Figure 1. Sequential cells coloured by netlist name.
Other sequential cells in the stronger grey, the rest of the logic in the fainter grey.
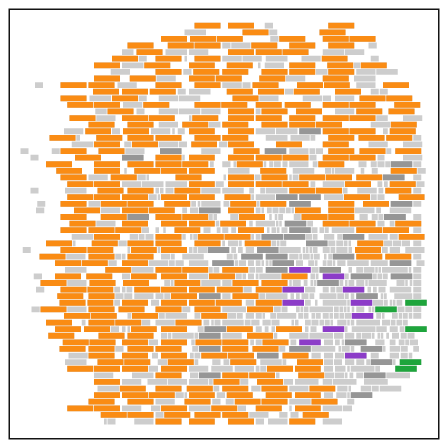
Figure 2. Signal metal coverage by tile.
Scale bar: 50 µm. 35 x 35 tiles, from dark purple (low) to yellow (high), scaled to the fullest tile. Values are wire area over tile area, all layers added.
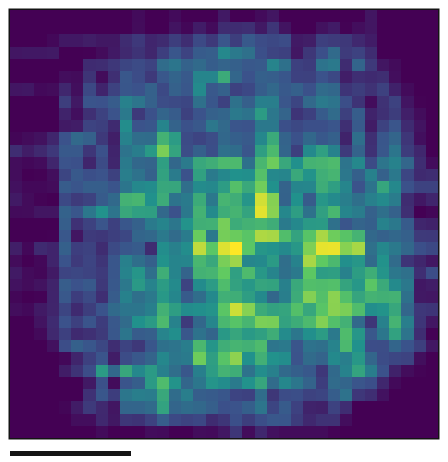
Figure 3. Routed clock nets over the placement.
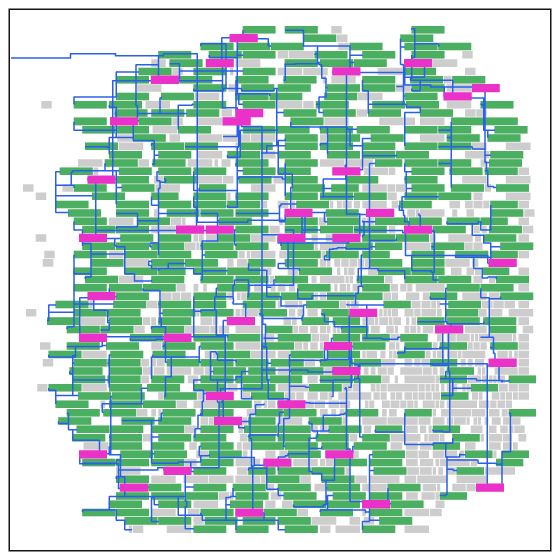
Figure 4. The metal 4 layer.
Scale bar: 50 µm. Supply wires on this layer in grey.
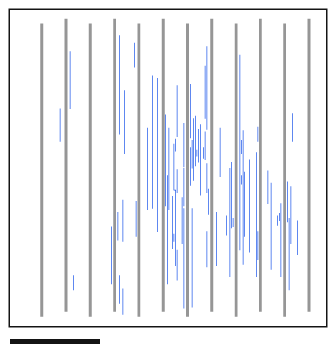
===== config.mk =====
export PLATFORM = sky130hd
export DESIGN_NAME = plot_queue
export DESIGN_NICKNAME = d
export VERILOG_FILES = /design/src/rtl/plot_queue.sv
export SDC_FILE = /design/constraint.sdc
export NUM_CORES = 1
export LEC_CHECK = 0
export CAP_MARGIN = 40
export CORE_MARGIN = 4
export CORE_UTILIZATION = 60
export CTS_CLUSTER_DIAMETER = 100
export DETAILED_ROUTE_END_ITERATION = 8
export GPL_TIMING_DRIVEN = 0
export PLACE_DENSITY = 0.9
export SLEW_MARGIN = 5
export SYNTH_ARGS = -nofsm -noshare
export SYNTH_HDL_FRONTEND = slang
export SYNTH_SLANG_ARGS = --single-unit

===== constraint.sdc =====
create_clock -name clk -period 4 [get_ports clk]
set_input_delay 0.8 -clock clk [delete_from_list [all_inputs] [get_ports clk]]
set_output_delay 0.8 -clock clk [all_outputs]
set_load 0.02 [all_outputs]

===== src/rtl/plot_queue.sv =====
// plot_queue: pixel-write buffer between the draw multiplexer and the VGA adapter.
// A small FIFO absorbs bursts of plot requests and replays them at one plot per
// non-stalled cycle. A clear request first drains the FIFO, then sweeps every
// pixel of the frame with a fixed colour, then returns to normal operation.
//
//   state | meaning
//   IDLE  | normal operation: pushes accepted, FIFO pops to the adapter
//   DRAIN | clear requested: pushes discarded, FIFO keeps popping until empty
//   SWEEP | FIFO empty: walk (sx,sy) over the frame, one pixel per free cycle
module plot_queue #(
  parameter int unsigned DEPTH        = 16,
  parameter logic [9:0]  X_MAX        = 10'd159,
  parameter logic [9:0]  Y_MAX        = 10'd119,
  parameter logic [2:0]  CLEAR_COLOUR = 3'b000
) (
  input  logic                     clk,
  input  logic                     resetn,
  input  logic [9:0]               in_x,
  input  logic [9:0]               in_y,
  input  logic [2:0]               in_colour,
  input  logic                     in_we,
  output logic                     in_ready,
  input  logic                     clear_req,
  output logic                     clear_busy,
  input  logic                     out_stall,
  output logic [9:0]               out_x,
  output logic [9:0]               out_y,
  output logic [2:0]               out_colour,
  output logic                     out_plot,
  output logic [$clog2(DEPTH):0]   count,
  output logic                     overflow
);

  localparam int unsigned AW = $clog2(DEPTH);
  localparam logic [AW:0] FULL = (AW+1)'(DEPTH);

  typedef enum logic [1:0] {
    IDLE  = 2'd0,
    DRAIN = 2'd1,
    SWEEP = 2'd2
  } state_t;

  state_t          state_q, state_d;
  logic [AW-1:0]   wr_ptr_q, wr_ptr_d;
  logic [AW-1:0]   rd_ptr_q, rd_ptr_d;
  logic [AW:0]     count_q, count_d;
  logic [9:0]      out_x_q, out_x_d;
  logic [9:0]      out_y_q, out_y_d;
  logic [2:0]      out_colour_q, out_colour_d;
  logic            out_plot_q, out_plot_d;
  logic            overflow_q, overflow_d;
  logic [9:0]      sx_q, sx_d;
  logic [9:0]      sy_q, sy_d;

  // Entry layout: {x, y, colour}
  logic [22:0]     mem_q [DEPTH];

  logic            push;
  logic            pop;
  logic            drop;

  // Acceptance depends only on registered state, so upstream sees no comb path
  // from its own in_we; a pop in the same cycle never makes room at full.
  assign in_ready = (state_q == IDLE) && (count_q < FULL);
  assign push     = in_we && in_ready;
  assign drop     = in_we && (state_q == IDLE) && (count_q == FULL);
  assign pop      = (state_q != SWEEP) && (count_q != '0) && !out_stall;

  assign clear_busy = (state_q != IDLE);
  assign out_x      = out_x_q;
  assign out_y      = out_y_q;
  assign out_colour = out_colour_q;
  assign out_plot   = out_plot_q;
  assign count      = count_q;
  assign overflow   = overflow_q;

  // FIFO storage; contents are don't-care until written, so no reset.
  always_ff @(posedge clk) begin
    if (push) begin
      mem_q[wr_ptr_q] <= {in_x, in_y, in_colour};
    end
  end

  // Next-state: FIFO pointers/occupancy, sweep walk and registered outputs.
  always_comb begin
    state_d      = state_q;
    wr_ptr_d     = wr_ptr_q;
    rd_ptr_d     = rd_ptr_q;
    count_d      = count_q;
    out_x_d      = out_x_q;
    out_y_d      = out_y_q;
    out_colour_d = out_colour_q;
    out_plot_d   = 1'b0;
    overflow_d   = overflow_q;
    sx_d         = sx_q;
    sy_d         = sy_q;

    if (push) begin
      wr_ptr_d = wr_ptr_q + 1'b1;
    end

    if (pop) begin
      rd_ptr_d = rd_ptr_q + 1'b1;
      {out_x_d, out_y_d, out_colour_d} = mem_q[rd_ptr_q];
      out_plot_d = 1'b1;
    end

    case ({push, pop})
      2'b10:   count_d = count_q + 1'b1;
      2'b01:   count_d = count_q - 1'b1;
      default: count_d = count_q;
    endcase

    if (drop) begin
      overflow_d = 1'b1;
    end

    case (state_q)
      IDLE: begin
        if (clear_req) begin
          state_d = DRAIN;
        end
      end
      DRAIN: begin
        if (count_q == '0) begin
          state_d = SWEEP;
          sx_d    = '0;
          sy_d    = '0;
        end
      end
      SWEEP: begin
        if (!out_stall) begin
          out_x_d      = sx_q;
          out_y_d      = sy_q;
          out_colour_d = CLEAR_COLOUR;
          out_plot_d   = 1'b1;
          // >= rather than == keeps the walk inside the frame even if a
          // counter were ever disturbed.
          if (sx_q >= X_MAX) begin
            sx_d = '0;
            if (sy_q >= Y_MAX) begin
              sy_d    = '0;
              state_d = IDLE;
            end else begin
              sy_d = sy_q + 1'b1;
            end
          end else begin
            sx_d = sx_q + 1'b1;
          end
        end
      end
      default: begin
        state_d = IDLE;
      end
    endcase
  end

  // State register with asynchronous active-low reset.
  always_ff @(posedge clk or negedge resetn) begin
    if (!resetn) begin
      state_q      <= IDLE;
      wr_ptr_q     <= '0;
      rd_ptr_q     <= '0;
      count_q      <= '0;
      out_x_q      <= '0;
      out_y_q      <= '0;
      out_colour_q <= '0;
      out_plot_q   <= 1'b0;
      overflow_q   <= 1'b0;
      sx_q         <= '0;
      sy_q         <= '0;
    end else begin
      state_q      <= state_d;
      wr_ptr_q     <= wr_ptr_d;
      rd_ptr_q     <= rd_ptr_d;
      count_q      <= count_d;
      out_x_q      <= out_x_d;
      out_y_q      <= out_y_d;
      out_colour_q <= out_colour_d;
      out_plot_q   <= out_plot_d;
      overflow_q   <= overflow_d;
      sx_q         <= sx_d;
      sy_q         <= sy_d;
    end
  end

endmodule


==> flow_summary_export.csv <==
group,metric,value,unit
global_routing,grt_pass1_vias,10100,
die,io_pins,60,
die,taps,378,
power_and_ir_drop,p_leak,6.70,nW
final_timing,min_period_over_period,0.969,
yosys,ys.flop_type,"edfxtp_1",
die,chipArea,31100,µm²
final_layout,drive_gt1_frac,0.213,
global_routing,grt_max_degree,61,
final_timing,tightest_slew,0.968,ns
power_and_ir_drop,cellPowerDensity,664,nW/µm²
final_layout,buffer_area_frac,0.0626,
final_layout,inv_count,11,
critical_path,crit_type,"input pin to flip-flop",
critical_path,endpoint_kind,"flip-flop",
yosys,synthAoiAreaFrac,0.0561,
critical_path,path_cells,"clkdlybuf4s50_1, a211oi_4, clkbuf_4, ha_1, clkbuf_1, xor2_1, ha_1, a21o_1, a22oi_1, o211a_1, a2111oi_0",
global_routing,grt_pass1_wl,63.7,mm
final_timing,setup_violations,0,
final_timing,clock_skew,0.0165,ns
status,outcome,"completed",
route,drt_iter0_markers,1539,
die,coreArea,27900,µm²
clocking,cts_sinks,428,
final_timing,fin_crit,3.88,ns
power_and_ir_drop,p_int,0.00908,W
final_layout,diodes,0,
placed_design,portBuffers,59,
global_routing,globalRoute.totalOverflow,0,
final_layout,fill_cells,1505,
placed_design,post-place-ws,-0.301,ns
clocking,cts.clk_slew.worst_paths,0.06,ns
final_layout,largest_class,"flip-flops and latches",
final_timing,fin_worst_hold_slack,0.368,ns
power_and_ir_drop,p_total,0.0132,W
route,drcViolationCount,0,
final_timing,max_freq,0.258,GHz
final_layout,nets,1061,
power_and_ir_drop,swShare,0.315,
final_layout,clkbuf_count,60,
power_and_ir_drop,pg_clk,0.00374,W
yosys,synth-edff-count,368,
global_routing,antenna_found_initial,0,
die,fp_util,0.611,
final_layout,post-route-cell-area,19900,µm²
yosys,async_reset_ff_frac,0.140,
power_and_ir_drop,pwr-share-comb,0.307,
yosys,ys_cells,897,
critical_path,critPathMaxStageDelay,0.58,ns
-- Figure 1 (at the start) --
Key: green = `count` [sequential cells 5, where bottom right]; orange = `mem_q` [sequential cells 368]; purple = `sy_q` [sequential cells 10]
Another 45 sequential cells are not coloured.

-- Figure 2 (at the start) --
The densest ninth of the die: middle. 18% of the tiles are over half the peak. The fullest tile reaches 0.84. The emptiest ninth of the die: top left. 17% of the tiles are nearly empty. The mean over all tiles is 0.24.
Global Route Usage Sum: 0.279
Vias: 9818
average wire per standard cell: 29.9 µm
routed wire length: 42.8 mm

-- Figure 3 (at the start) --
Key: blue = clock wires [length 4550 µm]; magenta = clock-net drivers [count 41]; green = flip-flops [count 428]
There are 42 routed clock nets. Position of the flops: spread over the die.

-- Figure 4 (at the start) --
The layer holds 5.0% of the routed length. The wires run mostly vertical. 54 nets have wire on it. The longest straight run is 109 µm.

[final timing paths]
path,startpoint,endpoint,slack (ns),depth (start not counted)
min in group clk,overflow$_DFFE_PN0P_,overflow$_DFFE_PN0P_,0.47,1
hold reg to reg,overflow$_DFFE_PN0P_,overflow$_DFFE_PN0P_,0.47,1
setup reg to reg,state_q[0]$_DFFE_PN0P_,count[4]$_DFFE_PN0P_,0.19,12
max in group asynchronous,resetn,out_colour[1]$_DFF_PN0_,3.07,1
setup / recovery,out_stall,count[4]$_DFFE_PN0P_,0.12,11
hold / removal,resetn,wr_ptr_q[3]$_DFFE_PN0P_,0.37,1
[routing by layer]
metal,global-route usage,vias up,wire length [µm]
li1,-,3927,-
met1,0.371,4953,15200
met2,0.446,773,20700
met3,0.0660,165,4780
met4,0.128,0,2130
met5,0,-,0
[cells in the final DEF, fill, tap and decap left out, types with 20 or more instances in the layout]
master           synthesis  routed
dfrtp_1                 60      60
clkbuf_1                22      33
edfxtp_1               368     368
o21ai_0                 20      20
mux4_2                  80      80
clkdlybuf4s50_1          0      58
clkbuf_16                0      43
nor2_1                  32      20
a22oi_1                 24      24
mux2i_1                 42      42
[registers in the layout, summed over array words and instances (netlist names)]
| register | count |
|---|---|
| wr_ptr_q | 4 |
| mem_q | 368 |
| state_q | 2 |
| out_y | 10 |
| out_plot | 1 |
| count | 5 |
| out_colour | 3 |
| out_x | 10 |
| sy_q | 10 |
| rd_ptr_q | 4 |
| overflow | 1 |
| sx_q | 10 |
[what timing repair did]
| action | CTS | global route |
|---|---|---|
| setup endpoints to repair | 0 | 1 |
| hold endpoints to repair | 0 | 0 |
| gates resized | 0 | 2 |
Power figures rest on the tool's default switching activity, not on a simulated workload.
